`config.mk`:
```
export PLATFORM = sky130hd
export DESIGN_NAME = aes_data_loader
export DESIGN_NICKNAME = d
export VERILOG_FILES = /design/src/rtl/aes_data_loader_pkg.sv /design/src/rtl/aes_byte_assembler.sv /design/src/rtl/aes_data_loader.sv
export SDC_FILE = /design/constraint.sdc
export NUM_CORES = 1
export LEC_CHECK = 0
export CAP_MARGIN = 5
export CORE_ASPECT_RATIO = 1.2
export CORE_MARGIN = 2
export CORE_UTILIZATION = 59
export CTS_CLUSTER_SIZE = 30
export DETAILED_ROUTE_END_ITERATION = 6
export HOLD_SLACK_MARGIN = 0.08
export PLACE_DENSITY = 0.85
export SLEW_MARGIN = 0
export SYNTH_ARGS = -nofsm -noshare
export SYNTH_HDL_FRONTEND = slang
export SYNTH_SLANG_ARGS = --single-unit
export TNS_END_PERCENT = 1
```
`constraint.sdc`:
```
create_clock -name clk -period 23.4 [get_ports clk]
set_clock_uncertainty 0.15 [all_clocks]
set_input_delay 4.68 -clock clk [delete_from_list [all_inputs] [get_ports clk]]
set_output_delay 4.68 -clock clk [all_outputs]
set_load 0.005 [all_outputs]
```
`src/rtl/aes_data_loader_pkg.sv`:
```
`default_nettype none
// ============================================================================
// Module   : aes_data_loader_pkg
// Brief    : Shared AES block sizes and loader state encoding.
// Revision : 1.0
// ============================================================================
package aes_data_loader_pkg;

    localparam int AES_BLOCK_BITS  = 128;
    localparam int AES_BLOCK_BYTES = 16;
    localparam int AES_COUNT_BITS  = 4;

    typedef enum logic [2:0] {
        IDLE      = 3'd0,
        TEXT      = 3'd1,
        TEXT_DONE = 3'd2,
        KEY       = 3'd3,
        KEY_DONE  = 3'd4
    } loader_state_t;

endpackage : aes_data_loader_pkg
`default_nettype wire

```
`src/rtl/aes_byte_assembler.sv`:
```
`default_nettype none
// ============================================================================
// Module   : aes_byte_assembler
// Brief    : 128-bit byte shift register with a 4-bit byte counter.
// Revision : 1.0
// ============================================================================
module aes_byte_assembler
    import aes_data_loader_pkg::*;
(
    input  logic                      clk,
    input  logic                      reset,
    input  logic                      i_clear,
    input  logic                      i_shift,
    input  logic [7:0]                i_byte,
    output logic [AES_BLOCK_BITS-1:0] o_next,
    output logic                      o_last
);

    logic [AES_BLOCK_BITS-1:0] r_shift;
    logic [AES_COUNT_BITS-1:0] r_count;
    logic [AES_BLOCK_BITS-1:0] w_shifted;

    // Value the register takes if i_byte is shifted in this cycle; lets the
    // caller capture the full block on the same edge as the last byte.
    assign w_shifted = (r_shift << 8) | {{(AES_BLOCK_BITS-8){1'b0}}, i_byte};
    assign o_next    = w_shifted;
    assign o_last    = (r_count == AES_COUNT_BITS'(AES_BLOCK_BYTES - 1));

    always_ff @(posedge clk or posedge reset) begin
        if (reset) begin
            r_shift <= '0;
            r_count <= '0;
        end else if (i_clear) begin
            r_shift <= '0;
            r_count <= '0;
        end else if (i_shift) begin
            r_shift <= w_shifted;
            r_count <= r_count + 1'b1;
        end
    end

endmodule : aes_byte_assembler
`default_nettype wire

```
`src/rtl/aes_data_loader.sv`:
```
`default_nettype none
// ============================================================================
// Module   : aes_data_loader
// Brief    : Collects 16 plaintext bytes then 16 key bytes into 128-bit blocks.
// Revision : 1.0
// ============================================================================
module aes_data_loader
    import aes_data_loader_pkg::*;
(
    input  logic                      clk,
    input  logic                      reset,
    input  logic                      i_load,
    input  logic                      i_byte_valid,
    input  logic [7:0]                i_byte,
    output logic                      o_byte_ready,
    output logic [AES_BLOCK_BITS-1:0] data,
    output logic                      o_data_received_text,
    output logic                      o_data_received_key,
    output logic                      o_busy
);

    loader_state_t             r_state;
    logic                      r_load_q;
    logic                      r_ready;
    logic                      r_busy;
    logic                      r_text;
    logic                      r_key;
    logic [AES_BLOCK_BITS-1:0] r_data;

    logic                      w_start;
    logic                      w_accept;
    logic                      w_clear;
    logic                      w_last;
    logic [AES_BLOCK_BITS-1:0] w_next;

    assign w_start  = i_load && !r_load_q;
    assign w_accept = i_byte_valid && r_ready;
    // Counter restarts on entry to either byte-collecting state.
    assign w_clear  = ((r_state == IDLE) && w_start) || (r_state == TEXT_DONE);

    aes_byte_assembler u_assembler (
        .clk     (clk),
        .reset   (reset),
        .i_clear (w_clear),
        .i_shift (w_accept),
        .i_byte  (i_byte),
        .o_next  (w_next),
        .o_last  (w_last)
    );

    always_ff @(posedge clk or posedge reset) begin
        if (reset) begin
            r_state  <= IDLE;
            r_load_q <= 1'b0;
            r_ready  <= 1'b0;
            r_busy   <= 1'b0;
            r_text   <= 1'b0;
            r_key    <= 1'b0;
            r_data   <= '0;
        end else begin
            r_load_q <= i_load;
            r_text   <= 1'b0;
            r_key    <= 1'b0;
            case (r_state)
                IDLE: begin
                    if (w_start) begin
                        r_state <= TEXT;
                        r_ready <= 1'b1;
                        r_busy  <= 1'b1;
                    end
                end
                TEXT: begin
                    if (w_accept && w_last) begin
                        r_state <= TEXT_DONE;
                        r_ready <= 1'b0;
                        r_text  <= 1'b1;
                        r_data  <= w_next;
                    end
                end
                TEXT_DONE: begin
                    r_state <= KEY;
                    r_ready <= 1'b1;
                end
                KEY: begin
                    if (w_accept && w_last) begin
                        r_state <= KEY_DONE;
                        r_ready <= 1'b0;
                        r_key   <= 1'b1;
                        r_data  <= w_next;
                    end
                end
                KEY_DONE: begin
                    r_state <= IDLE;
                    r_busy  <= 1'b0;
                end
                default: begin
                    r_state <= IDLE;
                    r_ready <= 1'b0;
                    r_busy  <= 1'b0;
                end
            endcase
        end
    end

    assign o_byte_ready         = r_ready;
    assign o_busy               = r_busy;
    assign o_data_received_text = r_text;
    assign o_data_received_key  = r_key;
    assign data                 = r_data;

endmodule : aes_data_loader
`default_nettype wire

```
==> images/clock_wires.png <==
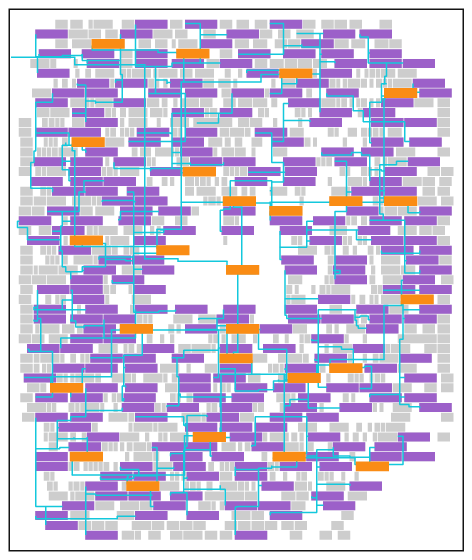
cyan -> clock wires  # length 2830 microns
purple -> flip-flops  # count 260
orange -> clock-net drivers  # count 25
flops lie = spread over the die

==> images/ff_map.png <==
Bar = 50 microns. Other sequential cells in the stronger grey, the rest of the logic in the fainter grey.
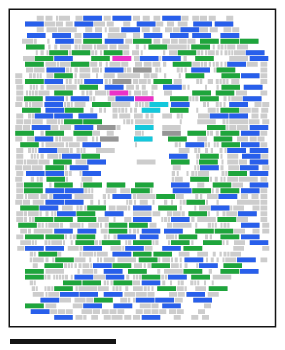
cyan -> u_assembler.r_count  # placed flops 4
magenta -> r_state  # placed flops 3
blue -> data  # placed flops 128, where spread over the die
green -> u_assembler.r_shift  # placed flops 120, where spread over the die
not coloured = 5

==> impl_metrics.yaml <==
# yosys + openroad results
die:
  pin_count: 144
  die-area_sq_mm: 0.0187
  die_w_microns: 125
  coreArea_sq_mm: 0.0174
synthesis:
  postSynthNetCount: 855
  synthArstFlopShare_pct: 100
  ys_cells: 842
  edf_count: 0
  seq_area_frac_synth_pct: 62.6
  syn_area_per_cell_sq_um: 12.4
  ys.flops: 260
  yosys_warnings: 0
  ys_area_sq_mm: 0.0104
power:
  p_comb_share_pct: 21.2
  power_frac_clock_pct: 29.5
  powerDensity_mw_per_mm2: 108
  sw_frac_of_total_pct: 28.4
  intPower_w: 0.000982
  seqPwrFrac_pct: 49.4
worst_setup_path:
  startpoint_type: "primary input"
  worst_setup_path_end_kind: "register"
  r2r_start: "u_assembler.r_count[0]$_DFFE_PP0P_"
  required_ns: 23.64
  path_max_fanout: 59
  rrSetupSlack_ns: 20.58
global_route:
  grt_first_pass_wirelength_microns: 34700
  grt_pass1_vias: 6688
  gr-usage-all-layers_pct: 22.7
  antenna_found_initial: 0
timing:
  holdWs_ns: 0.344
  fmax_ghz: 0.144
  finalMaxSlewViolations: 0
  setup_viol: 0
  setup_tns_ns: 0
  rsz0062_at_grt: "false"
final_layout:
  final_core_util_pct: 72.8
  drive_above_1_share_pct: 18.7
  n_antenna_cell: 0
  syn2layout_area_growth_pct: 21.7
  stdcell_area_sq_mm: 0.0127
place:
  io_buffers: 143
  dpl_cell_area_sq_mm: 0.0118
routing:
  vias: 6555
  routed_via_density: 5.47
  firstDrtPassIters: 4
  initialDrtViolationCount: 405
  drcViolationCount: 0
  wl_per_cell_microns: 18.1
hold_path:
  hold_path_end: "o_busy$_DFFE_PP0P_"
  hp-start: "r_state[2]$_DFFE_PP0P_"
clocking:
  cts_hold_buf: 0
  clock_sinks: 260
  post_cts_resized: 0
  clock-root-buffer: "clkbuf_16"
outcome:
  status: "completed"
job:
  warning_count: 30
==> images/clock_nets.png <==
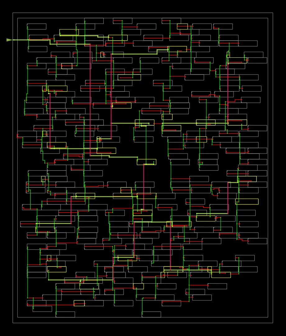
Late-Pin Clk Latency: 0.51 ns
CLK BUF: 35

==> images/class_map.png <==
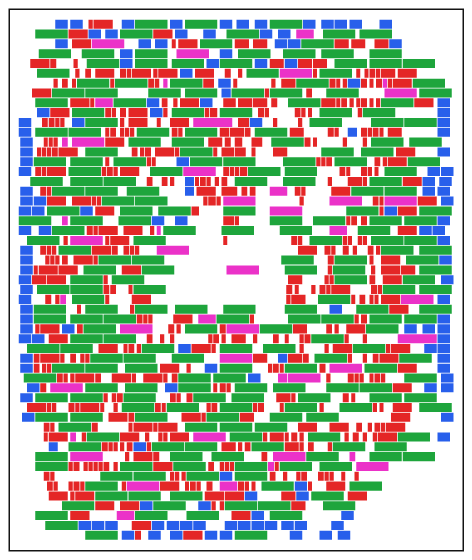
magenta -> clock drivers and dummy loads  # cells 44
green -> registers  # cells 260
red -> remaining logic cells  # cells 526
blue -> remaining buffers and delay cells  # cells 149

-- cells by family after synthesis --
kind of cell | synth area share (%)
fa+ha+maj | 0.120
flops | 62.6
mux | 17.4
buf+inv | 3.52
compound gates | 6.28
simple gates | 9.96
xor+xnor | 0.168
-- how the worst max path moves through the flow --
stage / startpoint / endpoint / cells after the start
floorplan: reset / data[0]$_DFFE_PP0P_ / 1
global placement: i_byte_valid / data[67]$_DFFE_PP0P_ / 5
detailed placement: i_byte_valid / data[67]$_DFFE_PP0P_ / 5
CTS: i_byte_valid / data[71]$_DFFE_PP0P_ / 5
global route: i_byte_valid / data[73]$_DFFE_PP0P_ / 5
finish: i_byte_valid / data[67]$_DFFE_PP0P_ / 5
-- synthesized netlist by cell type (2+ instances only) --
cell type	n	share of area (%)
mux2_2	30	3.2
nor2_1	7	0.25
buf_2	17	0.82
buf_12	3	0.58
xnor2_1	2	0.17
inv_1	2	0.072
mux2_4	98	14
buf_6	10	1.1
and3_1	2	0.12
nand2_1	245	8.8
dfrtp_1	260	63
nand3_1	3	0.14
buf_1	2	0.072
clkbuf_1	23	0.83
a21oi_1	123	5.9
-- flip-flops by register name, indices dropped and copies added, names as in the netlist --
register              count
data                    128
o_busy                    1
o_byte_ready              1
o_data_received_key       1
o_data_received_text      1
r_load_q                  1
r_state                   3
u_assembler.r_count       4
u_assembler.r_shift     120
-- power by group through the flow --
stage               combinational (W)  clock, W  sequential [W]
finish                       0.000291  0.000404        0.000678
global route                 0.000318  0.000428        0.000693
CTS                          0.000295  0.000410        0.000676
detailed placement           0.000292         0        0.000680
global placement             0.000278         0        0.000676
floorplan                    0.000172         0        0.000652
-- area by class of cell --
| type | count | area, sq um |
|---|---|---|
| flip-flops and latches | 260 | 6510 |
| fillers | 1152 | 4720 |
| multi-input cells | 524 | 3550 |
| repair buffers | 149 | 1480 |
| clock buffers | 35 | 733 |
| well taps | 220 | 275 |
| clock inverters | 9 | 97.6 |
| inverters | 2 | 15.0 |
-- critical path: stages --
cell             delay, ns
clkdlybuf4s50_1       0.50
and3_4                0.26
nand2_4               0.37
buf_4                 0.88
mux2_2                0.42
-- stage by stage --
step | worst slack, ns | std cells
floorplan | 11.41 | 842
global placement | 16.00 | 1155
detailed placement | 15.96 | 1155
CTS | 16.48 | 1199
global route | 16.38 | 1199
finish | 16.47 | 1199
-- routing by layer --
metal  track usage (%)  wire (microns)
met2              38.4           10900
met3              3.36             882
met5                 0               0
met4              7.06             516
met1              31.0            9430
No activity file was given, so power comes from the tool's default toggle rates.
